`config.mk`:
```
export PLATFORM = sky130hd
export DESIGN_NAME = mxv_result_collector
export DESIGN_NICKNAME = d
export VERILOG_FILES = /design/src/rtl/mxv_result_collector.sv
export SDC_FILE = /design/constraint.sdc
export NUM_CORES = 1
export LEC_CHECK = 0
export ABC_AREA = 1
export CORE_MARGIN = 1.5
export CORE_UTILIZATION = 32
export DETAILED_ROUTE_END_ITERATION = 10
export GPL_TIMING_DRIVEN = 0
export RECOVER_POWER = 50
export SKIP_LAST_GASP = 1
export SYNTH_ARGS = -nofsm -noshare
export SYNTH_HDL_FRONTEND = slang
export SYNTH_SLANG_ARGS = --single-unit
```
`constraint.sdc`:
```
create_clock -name clk -period 3 [get_ports clk]
set_clock_uncertainty 0.2 [all_clocks]
set_input_delay 0.6 -clock clk [delete_from_list [all_inputs] [get_ports clk]]
set_output_delay 0.6 -clock clk [all_outputs]
set_load 0.005 [all_outputs]
```
`src/rtl/mxv_result_collector.sv`:
```
`default_nettype none
// ============================================================================
// Module   : mxv_result_collector
// Brief    : Buffers MxV row results and streams them out MSB byte first
//            over a valid/ready byte interface.
// Revision : 1.0 - initial release
// ============================================================================
module mxv_result_collector #(
    parameter int DATA_WIDTH = 16,
    parameter int MAX_ROWS   = 8,
    parameter int PTR_W      = $clog2(MAX_ROWS) + 1
) (
    input  logic                  clk,
    input  logic                  reset,
    input  logic                  start,
    input  logic [7:0]            matrix_size,
    input  logic                  result_push,
    input  logic [DATA_WIDTH-1:0] result_data,
    input  logic                  endop,
    input  logic                  out_ready,
    output logic                  out_valid,
    output logic [7:0]            out_data,
    output logic                  busy,
    output logic                  done,
    output logic                  overflow
);
    localparam int c_BYTES  = DATA_WIDTH / 8;
    localparam int c_BIDX_W = (c_BYTES > 1) ? $clog2(c_BYTES) : 1;
    localparam int c_ROW_W  = (MAX_ROWS > 1) ? $clog2(MAX_ROWS) : 1;
    localparam logic [PTR_W-1:0]    c_MAX_PTR   = PTR_W'(MAX_ROWS);
    localparam logic [7:0]          c_MAX_SIZE  = 8'(MAX_ROWS);
    localparam logic [c_BIDX_W-1:0] c_LAST_BYTE = c_BIDX_W'(c_BYTES - 1);

    typedef enum logic [1:0] {
        S_IDLE    = 2'd0,
        S_COLLECT = 2'd1,
        S_SEND    = 2'd2,
        S_DONE    = 2'd3
    } state_t;

    state_t r_state;
    state_t w_state_nxt;

    logic [DATA_WIDTH-1:0] r_buf [MAX_ROWS];
    logic [PTR_W-1:0]      r_size;
    logic [PTR_W-1:0]      r_wr_ptr;
    logic [PTR_W-1:0]      r_rd_row;
    logic [c_BIDX_W-1:0]   r_byte_idx;

    logic                  w_accept_start;
    logic                  w_collect;
    logic                  w_capture;
    logic                  w_drop;
    logic [PTR_W-1:0]      w_wr_ptr_nxt;
    logic [PTR_W-1:0]      w_size_clamped;
    logic                  w_xfer;
    logic                  w_last;
    logic [c_BIDX_W-1:0]   w_nxt_idx;
    logic [PTR_W-1:0]      w_nxt_row;
    logic [DATA_WIDTH-1:0] w_nxt_word;
    logic [DATA_WIDTH-1:0] w_nxt_shifted;
    logic [DATA_WIDTH-1:0] w_first_word;

    assign w_accept_start = (r_state == S_IDLE) && start;
    assign w_collect      = (r_state == S_COLLECT);
    assign w_capture      = w_collect && result_push && (r_wr_ptr < r_size);
    assign w_drop         = w_collect && result_push && !(r_wr_ptr < r_size);
    assign w_wr_ptr_nxt   = r_wr_ptr + PTR_W'(w_capture);
    assign w_size_clamped = (matrix_size > c_MAX_SIZE) ? c_MAX_PTR : matrix_size[PTR_W-1:0];

    assign w_xfer = (r_state == S_SEND) && out_valid && out_ready;
    assign w_last = ((r_rd_row + PTR_W'(1)) == r_wr_ptr) && (r_byte_idx == c_LAST_BYTE);

    assign w_nxt_idx     = (r_byte_idx == c_LAST_BYTE) ? '0 : r_byte_idx + c_BIDX_W'(1);
    assign w_nxt_row     = (r_byte_idx == c_LAST_BYTE) ? r_rd_row + PTR_W'(1) : r_rd_row;
    assign w_nxt_word    = r_buf[w_nxt_row[c_ROW_W-1:0]];
    assign w_nxt_shifted = w_nxt_word << {w_nxt_idx, 3'b000};

    // Row 0 may be written on the very edge that enters SEND, so bypass it.
    assign w_first_word = ((r_wr_ptr == '0) && w_capture) ? result_data : r_buf[0];

    always_ff @(posedge clk or negedge reset) begin
        if (!reset) begin
            r_state <= S_IDLE;
        end else begin
            r_state <= w_state_nxt;
        end
    end

    always_comb begin
        w_state_nxt = r_state;
        case (r_state)
            S_IDLE:    if (start) w_state_nxt = S_COLLECT;
            S_COLLECT: if (endop) w_state_nxt = (w_wr_ptr_nxt != '0) ? S_SEND : S_DONE;
            S_SEND:    if (w_xfer && w_last) w_state_nxt = S_DONE;
            S_DONE:    w_state_nxt = S_IDLE;
            default:   w_state_nxt = S_IDLE;
        endcase
    end

    always_ff @(posedge clk or negedge reset) begin
        if (!reset) begin
            r_size     <= '0;
            r_wr_ptr   <= '0;
            r_rd_row   <= '0;
            r_byte_idx <= '0;
            out_valid  <= 1'b0;
            out_data   <= 8'h00;
            busy       <= 1'b0;
            done       <= 1'b0;
            overflow   <= 1'b0;
        end else begin
            busy <= (w_state_nxt == S_COLLECT) || (w_state_nxt == S_SEND);
            done <= (w_state_nxt == S_DONE);
            if (w_accept_start) begin
                r_size     <= w_size_clamped;
                r_wr_ptr   <= '0;
                r_rd_row   <= '0;
                r_byte_idx <= '0;
                overflow   <= 1'b0;
            end
            if (w_capture) r_wr_ptr <= w_wr_ptr_nxt;
            if (w_drop)    overflow <= 1'b1;
            if (w_collect && (w_state_nxt == S_SEND)) begin
                out_valid <= 1'b1;
                out_data  <= w_first_word[DATA_WIDTH-1 -: 8];
            end
            if (w_xfer) begin
                if (w_last) begin
                    out_valid <= 1'b0;
                end else begin
                    r_rd_row   <= w_nxt_row;
                    r_byte_idx <= w_nxt_idx;
                    out_data   <= w_nxt_shifted[DATA_WIDTH-1 -: 8];
                end
            end
        end
    end

    always_ff @(posedge clk) begin
        if (w_capture) r_buf[r_wr_ptr[c_ROW_W-1:0]] <= result_data;
    end

endmodule
`default_nettype wire

```
==> deck_impl_summary.md, run 1 <==
Physical Implementation Snapshot

Status
  – Outcome: complete, but fails checks
  – Failing checks: max-capacitance violations, max-slew violations, negative setup slack

Worst setup path
  – CP Buf/Inv Count: 7
  – Worst-case reg-to-reg path depth: 25
  – R2r startpoint: r_wr_ptr[3]$_DFFE_PN0P_
  – Delay-heaviest family, CP: simple AND/OR/NAND/NOR gates

Drt
  – Via density: 4.56
  – DRT Wirelength: 18.2 mm
  – DR vias: 5,389
  – Routed Antenna Nets: 0

Worst hold path
  – Hold_sp: r_size[0]$_DFFE_PN0P_

Timing
  – Final setup violation count: 9
  – Fmax: 0.318 GHz
  – Worst setup margin: -0.148 ns
  – Slew Viols, Final: 28

Synthesis
  – Top-count cell post-synth: nand2_1
  – Adder-Cell Fraction of Synth Area: 0.0153
  – Largest cells by area: edfxtp_1, nand2_1, dfrtp_1
  – Chip Area, Yosys: 7380 µm²
  – Mapped Avg Cell Area: 9.26 µm²
  – Yosys top cell by area: edfxtp_1
  – Syn Nets: 836
  – Simple-Gate Area Share: 0.242
  – Number of synthesized flops with an enable pin: 128

Clock network
  – Clock transition at the registers of the reported paths: 0.07 ns
  – Buffer count from post-CTS setup fixing: 13
  – Clock Sinks: 155
  – Clock latency on the worst-skew pair: 0.43 ns

Pwr
  – Switching Power: 0.000931 W
  – Gate power share: 0.016
  – Combinational group power: 0.0000705 W
  – Clk pwr share: 0.469

Run
  – Max_cap viols: 1

Floorplan
  – Site row count: 55

Placed design
  – PortBufs: 41
  – Placed cell areas: 8430 µm²

Cells and area
  – Layout cells sized above 1: 0.164
run 1: cell type report:
type                       instances  share of cell area
sequential                       155               0.489
tap                              285              0.0386
timing repair buffer              68              0.0754
multi-input combinational        461               0.248
clock inverter                    13              0.0157
buffer                            27              0.0227
clock buffer                      18              0.0464
inverter                         154              0.0639
run 1: stage by stage:
| step | setup slack [ns] | util | hold WS (ns) |
|---|---|---|---|
| global placement | -1.86 | 0.364 | 0.277 |
| global route | -0.283 | 0.408 | 0.331 |
| detailed placement | -0.818 | 0.372 | 0.286 |
| CTS | -0.124 | 0.405 | 0.307 |
| floorplan | -0.0659 | - | 0.104 |
| finish | -0.148 | 0.408 | 0.305 |
run 1: metal layers:
layer / wire length, µm / up-vias
met3: 1050 / 24
li1: - / 2689
met5: 0 / -
met4: 297 / 0
met2: 8510 / 152
met1: 8370 / 2524
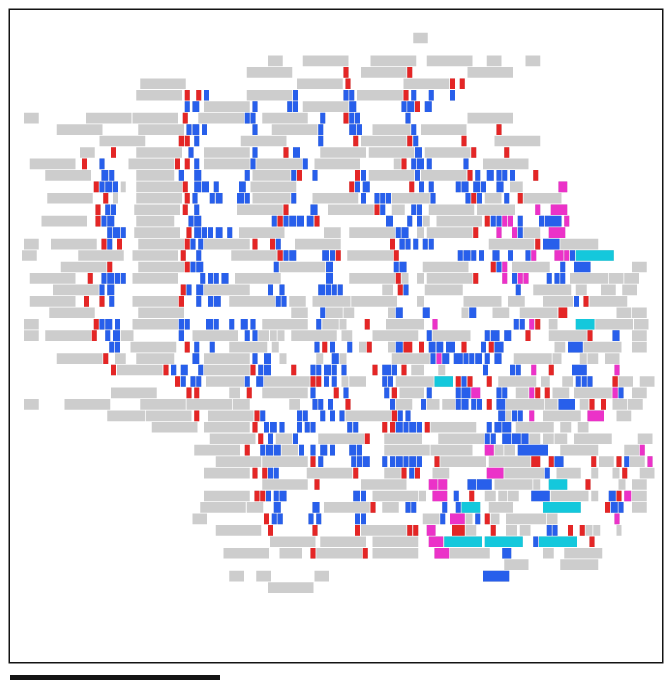
(run_1/gate_families.png)
The bar under the picture is 50 µm long.
| colour | family | cells |
|---|---|---|
| cyan | adder and majority cells | 9 |
| blue | NAND gates | 380 |
| red | inverters | 154 |
| magenta | NOR gates | 39 |

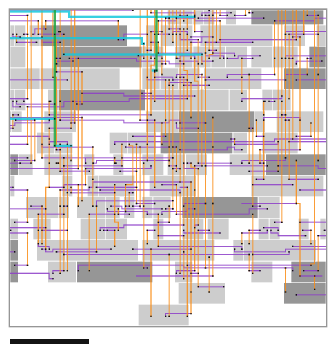
(run_1/zoom.png)
The bar under the picture is 10 µm long. Region (96, 19) to (136, 59) µm. Cells in grey, sequential cells in the stronger grey; small squares are vias.
| colour | layer |
|---|---|
| orange | met2 |
| purple | met1 |
| green | met4 |
| cyan | met3 |
netlist names of flops here include: `r_wr_ptr` (4), `r_buf` (3), `r_size` (3)
sequential cells in the window: 11
most frequent: nand2_1 (16), buf_4 (11), inv_1 (8)
cells with their middle in the window: 95

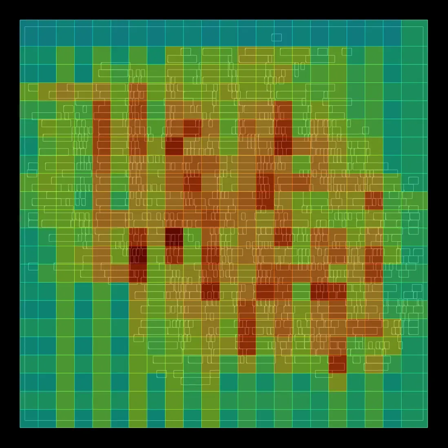
(run_1/final_congestion.png)
Routed WL per cell: 15.4 µm
met3 usage: 0.0334

==> run_1/met1.png <==
The bar under the picture is 50 µm long. Supply wires on this layer in grey.
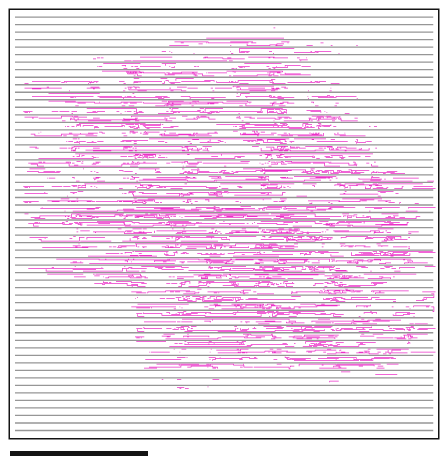

## Run 2: what changed since run 1
CELL_PAD_IN_SITES_DETAIL_PLACEMENT = 1   (was unset)
CELL_PAD_IN_SITES_GLOBAL_PLACEMENT = 1   (was unset)
PLACE_DENSITY_LB_ADDON = 0.1   (was unset)
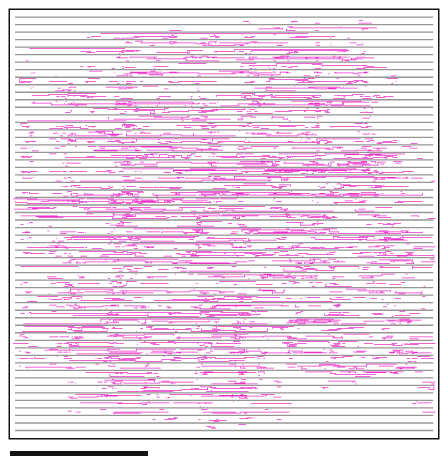
(run_2/met1.png)
The bar under the picture is 50 µm long. Supply wires on this layer in grey.
main direction: horizontal
share of all routed wire: 45%
longest straight run: 75.0 µm
nets with wire on the layer: 859

==> deck_impl_summary.md, run 2 <==
Physical Implementation Snapshot

Cells and area
  – Top class by area: sequential cells
  – Inverters: 154
  – Layout cells sized above 1: 0.171
  – Clk cell area share: 0.0654
  – Flip-flops: 155
  – Comb_multi_in: 461
  – Non-clk buf share: 0.0967
  – Post-route core utilization: 0.410

Timing
  – Slew Viols, Final: 28
  – Final setup violation count: 8
  – Worst setup margin: -0.107 ns
  – Fmax: 0.322 GHz

Pwr
  – Combinational group power: 0.0000707 W
  – Gate power share: 0.015

Synthesis
  – Adder-Cell Fraction of Synth Area: 0.0153
  – Simple-Gate Area Share: 0.242
  – Chip Area, Yosys: 7380 µm²
  – Mapped Avg Cell Area: 9.26 µm²
  – Syn Nets: 836
  – Largest cells by area: edfxtp_1, nand2_1, dfrtp_1
  – Yosys top cell by area: edfxtp_1

Clock network
  – Clock latency on the worst-skew pair: 0.42 ns
  – Buffer count from post-CTS setup fixing: 11
  – Clock Sinks: 155

Placed design
  – Post-place setup slack: -0.942 ns
  – PortBufs: 41
  – Placed cell areas: 8380 µm²

Status
  – Failing checks: max-capacitance violations, max-slew violations, negative setup slack
  – Outcome: complete, but fails checks

Drt
  – Via density: 4.70
  – DR vias: 5,559

Run
  – Max_cap viols: 1

Worst setup path
  – R2r startpoint: r_wr_ptr[1]$_DFFE_PN0P_
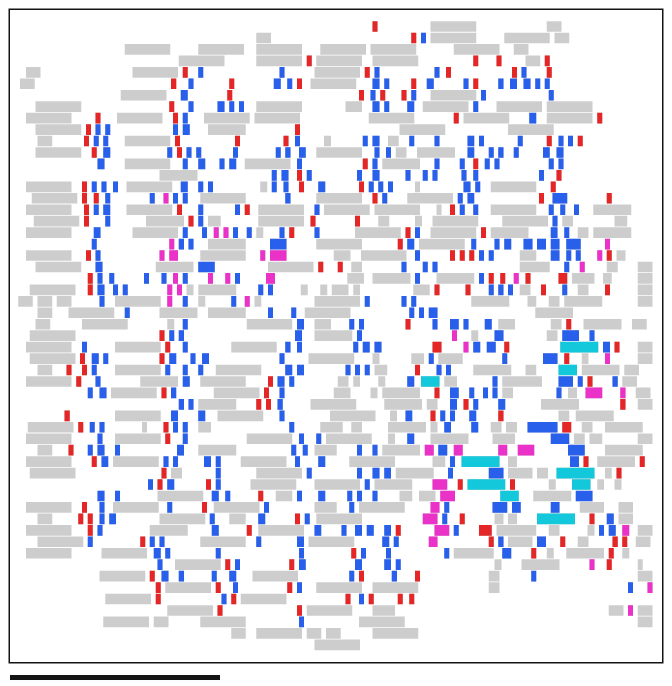
(run_2/gate_families.png)
The bar under the picture is 50 µm long.
| colour | family | cells |
|---|---|---|
| cyan | adder and majority cells | 9 |
| blue | NAND gates | 380 |
| red | inverters | 154 |
| magenta | NOR gates | 39 |

[run 2: worst max-delay path: stages, from the launching register on]
cell and delay [ns]:
dfrtp_2 0.42, ha_4 0.27, nand2_2 0.04, nand2_2 0.08
nand2_4 0.06, nand2_4 0.07, inv_4 0.05, nand2_8 0.06
inv_6 0.04, ha_4 0.16, ha_4 0.16, xnor2_2 0.14
nand4_1 0.13, nand2_1 0.11, nand3_2 0.07, nand3_2 0.09
inv_2 0.06, ha_4 0.16, nand2_4 0.06, inv_4 0.04
buf_8 0.12, or2_0 0.21, inv_1 0.06, nor2_1 0.03
nand2_1 0.06, nand2_1 0.05
[run 2: layer usage]
layer	global-route usage	vias to the layer above	share of wire
met2	0.330	97	0.51
met4	0.0577	0	0.019
li1	-	2688	-
met1	0.234	2752	0.45
met5	0	-	0
met3	0.0329	22	0.029
No activity file was given, so power comes from the tool's default toggle rates.
